### config.mk
export PLATFORM = sky130hd
export DESIGN_NAME = vram_port_arbiter
export DESIGN_NICKNAME = d
export VERILOG_FILES = /design/src/rtl/vram_port_arbiter.sv
export SDC_FILE = /design/constraint.sdc
export NUM_CORES = 1
export LEC_CHECK = 0
export ABC_CLOCK_PERIOD_IN_PS = 3400
export CAP_MARGIN = 20
export CELL_PAD_IN_SITES_DETAIL_PLACEMENT = 2
export CELL_PAD_IN_SITES_GLOBAL_PLACEMENT = 2
export CORE_MARGIN = 3
export CORE_UTILIZATION = 26
export DETAILED_ROUTE_END_ITERATION = 10
export GPL_TIMING_DRIVEN = 0
export PLACE_DENSITY_LB_ADDON = 0.1
export RECOVER_POWER = 25
export SETUP_SLACK_MARGIN = 0.4
export SLEW_MARGIN = 5
export SYNTH_ARGS = -nofsm -noshare
export SYNTH_HDL_FRONTEND = slang
export SYNTH_SLANG_ARGS = --single-unit
### constraint.sdc
create_clock -name clk_i -period 3.4 [get_ports clk_i]
set_input_delay 0.68 -clock clk_i [delete_from_list [all_inputs] [get_ports clk_i]]
set_output_delay 0.68 -clock clk_i [all_outputs]
set_load 0.02 [all_outputs]
### src/rtl/vram_port_arbiter.sv
// Arbitrates a single-port synchronous VRAM between a capture writer and a
// scan-out reader: reads win, a starvation counter bounds write wait time.
module vram_port_arbiter #(
  parameter int ADDR_WIDTH = 8,
  parameter int DATA_WIDTH = 8,
  parameter int MAX_WAIT   = 4
) (
  input  logic                  clk_i,
  input  logic                  reset_i,
  input  logic                  wr_req_i,
  input  logic [ADDR_WIDTH-1:0] wr_addr_i,
  input  logic [DATA_WIDTH-1:0] wr_data_i,
  output logic                  wr_grant_o,
  input  logic                  rd_req_i,
  input  logic [ADDR_WIDTH-1:0] rd_addr_i,
  output logic                  rd_grant_o,
  output logic [DATA_WIDTH-1:0] rd_data_o,
  output logic                  rd_valid_o,
  output logic                  ram_en_o,
  output logic                  ram_we_o,
  output logic [ADDR_WIDTH-1:0] ram_addr_o,
  output logic [DATA_WIDTH-1:0] ram_data_o,
  input  logic [DATA_WIDTH-1:0] ram_data_i
);

  localparam int         STAGES = 3;
  localparam logic [7:0] MAX_W  = 8'(MAX_WAIT);

  logic [7:0]      wait_cnt;
  logic            starve;
  logic [STAGES:0] vld_pipe;

  always_comb begin
    starve     = wr_req_i && (wait_cnt == MAX_W);
    wr_grant_o = !reset_i && wr_req_i && (!rd_req_i || starve);
    rd_grant_o = !reset_i && rd_req_i && !wr_grant_o;
  end

  // Consecutive reads a pending write has lost to; saturates at MAX_WAIT.
  always_ff @(posedge clk_i or posedge reset_i) begin
    if (reset_i)
      wait_cnt <= '0;
    else if (!wr_req_i || wr_grant_o)
      wait_cnt <= '0;
    else if (rd_grant_o && wait_cnt < MAX_W)
      wait_cnt <= wait_cnt + 8'd1;
  end

  always_ff @(posedge clk_i or posedge reset_i) begin
    if (reset_i) begin
      ram_en_o   <= 1'b0;
      ram_we_o   <= 1'b0;
      ram_addr_o <= '0;
      ram_data_o <= '0;
    end else if (wr_grant_o) begin
      ram_en_o   <= 1'b1;
      ram_we_o   <= 1'b1;
      ram_addr_o <= wr_addr_i;
      ram_data_o <= wr_data_i;
    end else if (rd_grant_o) begin
      ram_en_o   <= 1'b1;
      ram_we_o   <= 1'b0;
      ram_addr_o <= rd_addr_i;
    end else begin
      ram_en_o   <= 1'b0;
      ram_we_o   <= 1'b0;
    end
  end

  // Stage 1: command on the RAM pins; stage 2: ram_data_i valid; stage 3: rd_valid_o.
  assign vld_pipe[0] = rd_grant_o;

  always_ff @(posedge clk_i or posedge reset_i) begin
    if (reset_i) vld_pipe[STAGES:1] <= '0;
    else         vld_pipe[STAGES:1] <= vld_pipe[STAGES-1:0];
  end

  always_ff @(posedge clk_i or posedge reset_i) begin
    if (reset_i)              rd_data_o <= '0;
    else if (vld_pipe[STAGES-1]) rd_data_o <= ram_data_i;
  end

  assign rd_valid_o = vld_pipe[STAGES];

endmodule

Run 1, layout detail:
Scale bar: 20 microns. Window x 0 to 50, y 0 to 50 microns. Cells in gray, sequential cells in the stronger gray; small squares are vias.
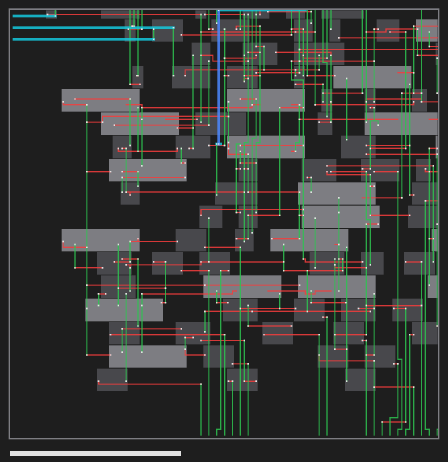
Key: cyan = metal 3; blue = metal 4; green = metal 2; red = metal 1
70 logic cells have their middle in the window. Sequential cells in the window: 15. Most frequent: clkdlybuf4s50_1 (18), dfrtp_1 (15), mux2_2 (8). Netlist names of flops here include ram_data_o (8), wait_cnt (5).

Run 1, sequential cells grouped by signal name:
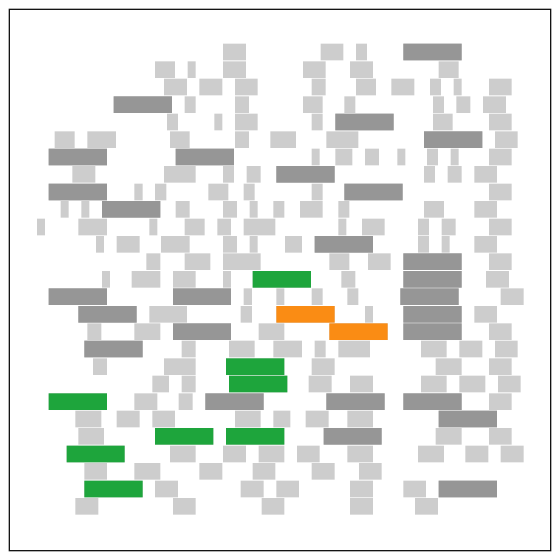
Key: green = ram_data_o [placed flops 8]; orange = vld_pipe [placed flops 2]
Another 27 sequential cells are not colored.

==> results_dict.tcl, run 1 <==
# place-and-route summary
set metrics [dict create \
    status "finished clean" \
    layout_top_cells "clkdlybuf4s50_1 (60), dfrtp_1 (37), mux2_2 (16), nor3_1 (16), nor2_1 (14)" \
    inverters 4 \
    grt_pass1_wl_mm 8.47 \
    synthMuxAreaShare 0.120 \
    worst-path-buf-inv 2 \
    dp_hpwl_mm 3.62 \
    hold_slack_ns 0.361 \
    setup_viol 0 \
    cp-start-kind "register" \
    grt-busiest-layer "met2" \
    r2r_slack_ns 1.33 \
    worstSetupEndpoint "wr_grant_o" \
    p_switching_uw 347 \
    cp_slowest_cell "or3_4" \
    xor_area_frac 0.00552 \
    worst_slack_ns 0.480 \
    totalWireLength_mm 5.07 \
    nFillCells 595 \
    synth.distinct_cells 25 \
    cts_root_buf "clkbuf_8" \
    cpLargestDelayFamily "simple AND/OR/NAND/NOR gates" \
    crit_top_cell "or3_4" \
    dr_wl_met2_mm 2.77 \
    ys_top_cells_by_area "dfrtp_1 (58%), mux2_2 (11%), nor3_1 (5.1%)" \
    fp_util 0.278 \
    grt_pass1_vias 1621 \
    hold_path_depth 0 \
]
Run 1, placement view:
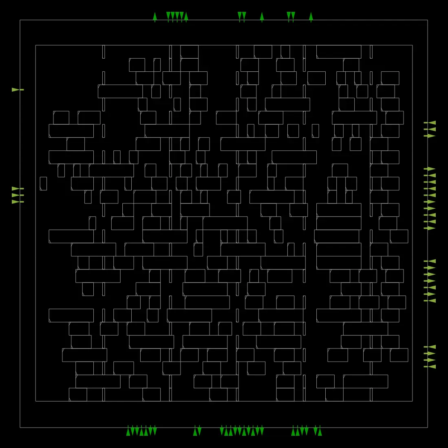
flop count: 37
FP Rows: 27

-- run 1: state kept, by name, indices dropped and copies added (netlist names) --
name,cells
ram_addr_o,8
ram_data_o,8
ram_en_o,1
ram_we_o,1
rd_data_o,8
rd_valid_o,1
vld_pipe,2
wait_cnt,8
-- run 1: timing repair --
item | CTS | global route
gates resized | 8 | 4
buffers inserted | 0 | 3
pin swaps | 1 | 1
cloned | 1 | 0
setup endpoints to repair | 3 | 2
-- run 1: cells in the mapped netlist (all sizes together) --
cell,n
buf,3
ha,2
nand2,2
nand2b,3
and2,6
mux2i,1
or3,2
nor2,14
clkinv,1
dfrtp,37
xnor2,1
or2,1
nor4,1
a31oi,1
a31o,1
inv,2
o22ai,8
a2111oi,8
nor3,17
clkbuf,2
mux2,16
a21oi,2
==> inputs of run 2 (changes only) <==
--- a/config.mk
+++ b/config.mk
@@ -5,17 +5,19 @@
 export SDC_FILE = /design/constraint.sdc
 export NUM_CORES = 1
 export LEC_CHECK = 0
+export ABC_AREA = 1
 export ABC_CLOCK_PERIOD_IN_PS = 3400
 export CAP_MARGIN = 20
 export CELL_PAD_IN_SITES_DETAIL_PLACEMENT = 2
 export CELL_PAD_IN_SITES_GLOBAL_PLACEMENT = 2
 export CORE_MARGIN = 3
-export CORE_UTILIZATION = 26
+export CORE_UTILIZATION = 24
 export DETAILED_ROUTE_END_ITERATION = 10
 export GPL_TIMING_DRIVEN = 0
 export PLACE_DENSITY_LB_ADDON = 0.1
 export RECOVER_POWER = 25
 export SETUP_SLACK_MARGIN = 0.4
+export SKIP_CTS_REPAIR_TIMING = 1
 export SLEW_MARGIN = 5
 export SYNTH_ARGS = -nofsm -noshare
 export SYNTH_HDL_FRONTEND = slang
==> run 2 against run 1 <==
Net effect:
- worst hold slack got worse by 0.0076 ns
- worst setup slack got worse by 0.12 ns
- non-clock buffer count decreased by 2
- die size increased by 9.5%
- cell count increased by 15%
- highest routed layer unchanged
- critical endpoint is now rd_grant_o
- via count increased by 3.2%
- combinational power increased by 4%
- sequential cell count unchanged
- synthesized cell count increased by 30%
- global-route usage decreased by 3.2 points
- critical path type is now input port to primary output
==> results_dict.tcl, run 2 <==
# place-and-route summary
set metrics [dict create \
    status "finished clean" \
    rows 29 \
    logic_area_sq_um 581 \
    most_common_cell "nand2_1" \
    synth.distinct_cells 20 \
    cp-start-kind "input port" \
    r2r_slack_ns 1.62 \
    async_flop_share 1.00 \
    adder_share 0.0155 \
    cpLargestDelayFamily "buffers and inverters" \
    worst-path-buf-inv 3 \
    inverters 22 \
    synthMuxAreaShare 0.0558 \
    clk-power_uw 324 \
    setup_viol 0 \
    p_switching_uw 352 \
    grt_setup_unrepaired "yes" \
    dr_wl_met2_mm 2.15 \
    yosys_warnings 0 \
    grt-busiest-layer "met2" \
    common_cells "nand2_1 (55), dfrtp_1 (37), inv_1 (20)" \
    met1_length_mm 1.98 \
    power_frac_comb 0.279 \
    fp_util 0.251 \
    syn_area_sq_um 1610 \
    io_buffers 64 \
    hold_slack_ns 0.354 \
    dp_hpwl_mm 3.29 \
    xor_area_frac 0.00543 \
    ys_top_cells_by_area "dfrtp_1 (57%), nand2_1 (13%), mux2_2 (5.6%)" \
    nFillCells 703 \
    leakage_nw 1.20 \
    seq_cells 37 \
    worst_slack_ns 0.356 \
    cts_root_buf "clkbuf_8" \
    layout_top_cells "clkdlybuf4s50_1 (61), nand2_1 (55), dfrtp_1 (37)" \
    die_w_microns 88.0 \
    grt_pass1_vias 1417 \
    cp_slowest_cell "dlygate4sd3_1" \
    worstPathMaxFanout 39 \
    use_met2 0.197 \
    cts-htree-levels 2 \
    slew_headroom 0.676 \
    netlist.area_leader.share 0.574 \
    enable_flop_cells 0 \
    maxPowerGroup "registers" \
    grt_pass1_wl_mm 7.03 \
    ff_type "dfrtp_1" \
]
-- run 2: netlist changes by cell type in the layout (fill, tap and decap cells not counted), sizes merged, moves of 2 or more --
cell	before	now
a2111oi	8	0
mux2	16	8
and2	6	0
nand2	2	58
nand3	0	14
inv	3	20
o22ai	8	0
or3	2	0
nor3	17	0
nand2b	3	0
nand3b	0	8
-- run 2: path summary, 6_finish.rpt --
check / start / to / cells past startpoint
setup / recovery: reset_i / rd_grant_o / 5
hold / removal: vld_pipe[1] / vld_pipe[2] / 0
setup reg to reg: wait_cnt[0] / wait_cnt[2] / 9
hold reg to reg: vld_pipe[1] / vld_pipe[2] / 0
max in group asynchronous: reset_i / rd_data_o[3] / 2
min in group asynchronous: reset_i / ram_addr_o[7] / 2
Run 2, layout detail:
Scale bar: 20 microns. Window x 0 to 50, y 0 to 50 microns. Cells in gray, sequential cells in the stronger gray; small squares are vias.
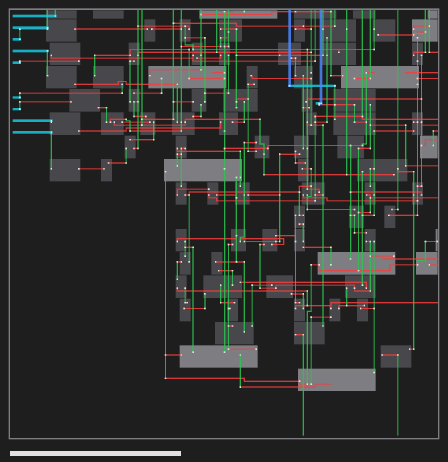
Key: blue = metal 4; green = metal 2; red = metal 1; cyan = metal 3
Netlist names of flops here include wait_cnt (5), ram_addr_o (1). 75 logic cells have their middle in the window. Sequential cells in the window: 6. Most frequent: nand2_1 (15), inv_1 (10), clkdlybuf4s50_1 (8).

Run 2, sequential cells grouped by signal name:
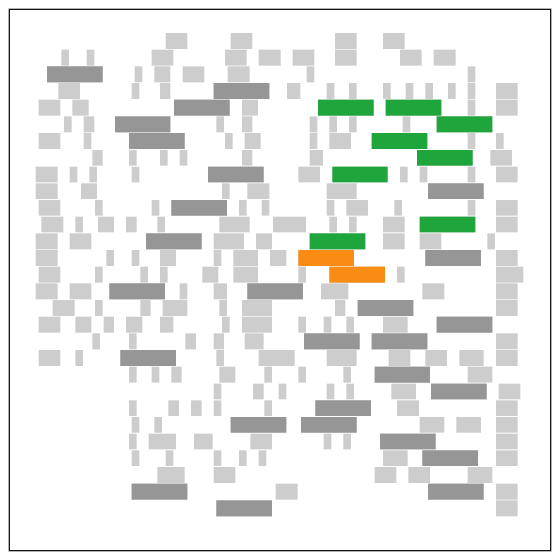
Key: green = ram_data_o [placed flops 8, where upper right]; orange = vld_pipe [placed flops 2]
Another 27 sequential cells are not colored.

==> inputs of run 3 (changes only) <==
--- a/config.mk
+++ b/config.mk
@@ -5,13 +5,12 @@
 export SDC_FILE = /design/constraint.sdc
 export NUM_CORES = 1
 export LEC_CHECK = 0
-export ABC_AREA = 1
 export ABC_CLOCK_PERIOD_IN_PS = 3400
 export CAP_MARGIN = 20
 export CELL_PAD_IN_SITES_DETAIL_PLACEMENT = 2
 export CELL_PAD_IN_SITES_GLOBAL_PLACEMENT = 2
 export CORE_MARGIN = 3
-export CORE_UTILIZATION = 24
+export CORE_UTILIZATION = 26
 export DETAILED_ROUTE_END_ITERATION = 10
 export GPL_TIMING_DRIVEN = 0
 export PLACE_DENSITY_LB_ADDON = 0.1
Run 3, placed cells, one color a class:
Fill, decap, tap and diode cells in gray.
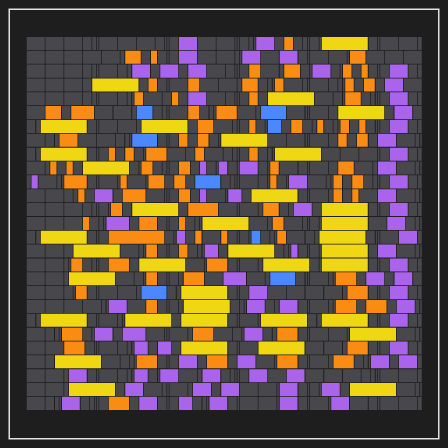
Key: orange = combinational and other logic [cells 90]; blue = clock drivers and dummy loads [cells 8]; purple = other buffers and delay cells [cells 75]; yellow = flops [cells 37]

Run 3, layout detail:
Scale bar: 20 microns. Window x 0 to 50, y 0 to 50 microns. Cells in gray, sequential cells in the stronger gray; small squares are vias.
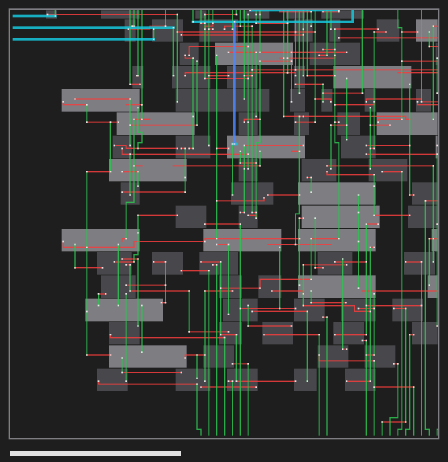
Key: green = metal 2; blue = metal 4; cyan = metal 3; red = metal 1
Netlist names of flops here include ram_data_o (8), wait_cnt (5). Sequential cells in the window: 15. Most frequent: clkdlybuf4s50_1 (18), dfrtp_1 (15), mux2_2 (8). 72 logic cells have their middle in the window.

==> run 3 against run 2 <==
Net effect:
- sequential power is 1% lower
- highest routed layer unchanged
- critical path type is now register to primary output
- core utilization rose by 4.9 points
- global-route usage rose by 2.8 points
==> results_dict.tcl, run 3 <==
# place-and-route summary
set metrics [dict create \
    status "finished clean" \
    r2r_slack_ns 1.30 \
    seq_cells 37 \
    grt_setup_unrepaired "no" \
    totalWireLength_mm 5.11 \
    yosys_warnings 0 \
    layout_top_cells "clkdlybuf4s50_1 (60), dfrtp_1 (37), mux2_2 (16), nor3_1 (16), nor2_1 (14)" \
    grt_pass1_wl_mm 8.27 \
    xor_area_frac 0.00552 \
    power_frac_comb 0.278 \
    grt_pass1_vias 1583 \
    dr_wl_met2_mm 2.77 \
    use_met2 0.263 \
    slew_headroom 0.279 \
    adder_share 0.0158 \
    cp-start-kind "register" \
    cts_root_buf "clkbuf_8" \
    r2r-end "ram_data_o[1]" \
    clk-power_uw 319 \
    netlist.area_leader.share 0.584 \
    enable_flop_cells 0 \
]
[run 3: worst max-delay path: cells and delay by family, from the launching register on]
family / cells / cell delay, ns
flip-flops: 1 / 0.38
AND-OR/OR-AND: 1 / 0.28
buffers and inverters: 1 / 0.23
AND/OR/NAND/NOR: 3 / 0.93
[run 3: how the worst min path moves through the flow]
stage	cells after the start	endpoint	slack (ns)	startpoint
finish	0	vld_pipe[2]	0.36	vld_pipe[1]
global route	0	vld_pipe[2]	0.37	vld_pipe[1]
CTS	0	vld_pipe[2]	0.36	vld_pipe[1]
detailed placement	0	vld_pipe[2]	0.34	vld_pipe[1]
global placement	0	vld_pipe[2]	0.33	vld_pipe[1]
floorplan	0	vld_pipe[2]	0.33	vld_pipe[1]

==> notes/layouts.md <==
Pictures saved along the way, in no particular order.

Routed metal per tile.
(a)
Scale bar: 20 microns. 17 x 17 tiles, from black (low) to pale yellow (high), scaled to the fullest tile. Values are wire area over tile area, all layers added.
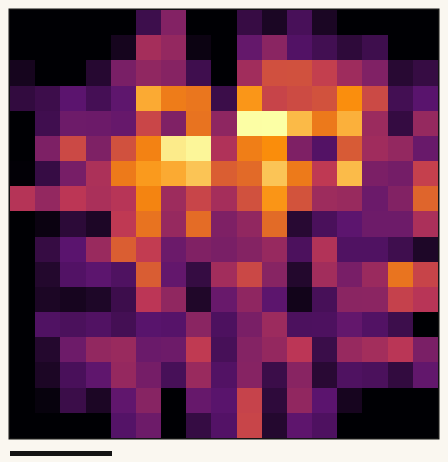
(b)
Scale bar: 20 microns. 18 x 18 tiles, from black (low) to pale yellow (high), scaled to the fullest tile. Values are wire area over tile area, all layers added.
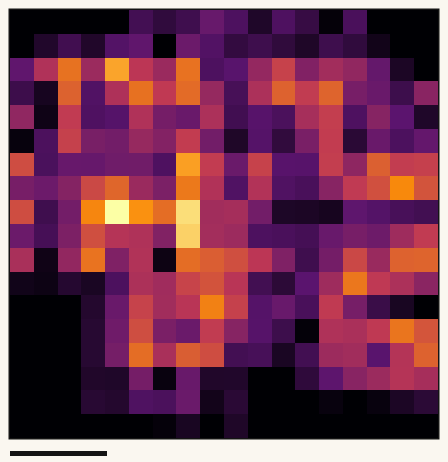
- (a) = run 1
- (b) = run 2

Key to (b):
The densest ninth of the die: center. The fullest tile reaches 0.32. 20% of the tiles are over half the peak. The emptiest ninth of the die: lower left. 16% of the tiles are nearly empty.

Power figures rest on the tool's default switching activity, not on a simulated workload.
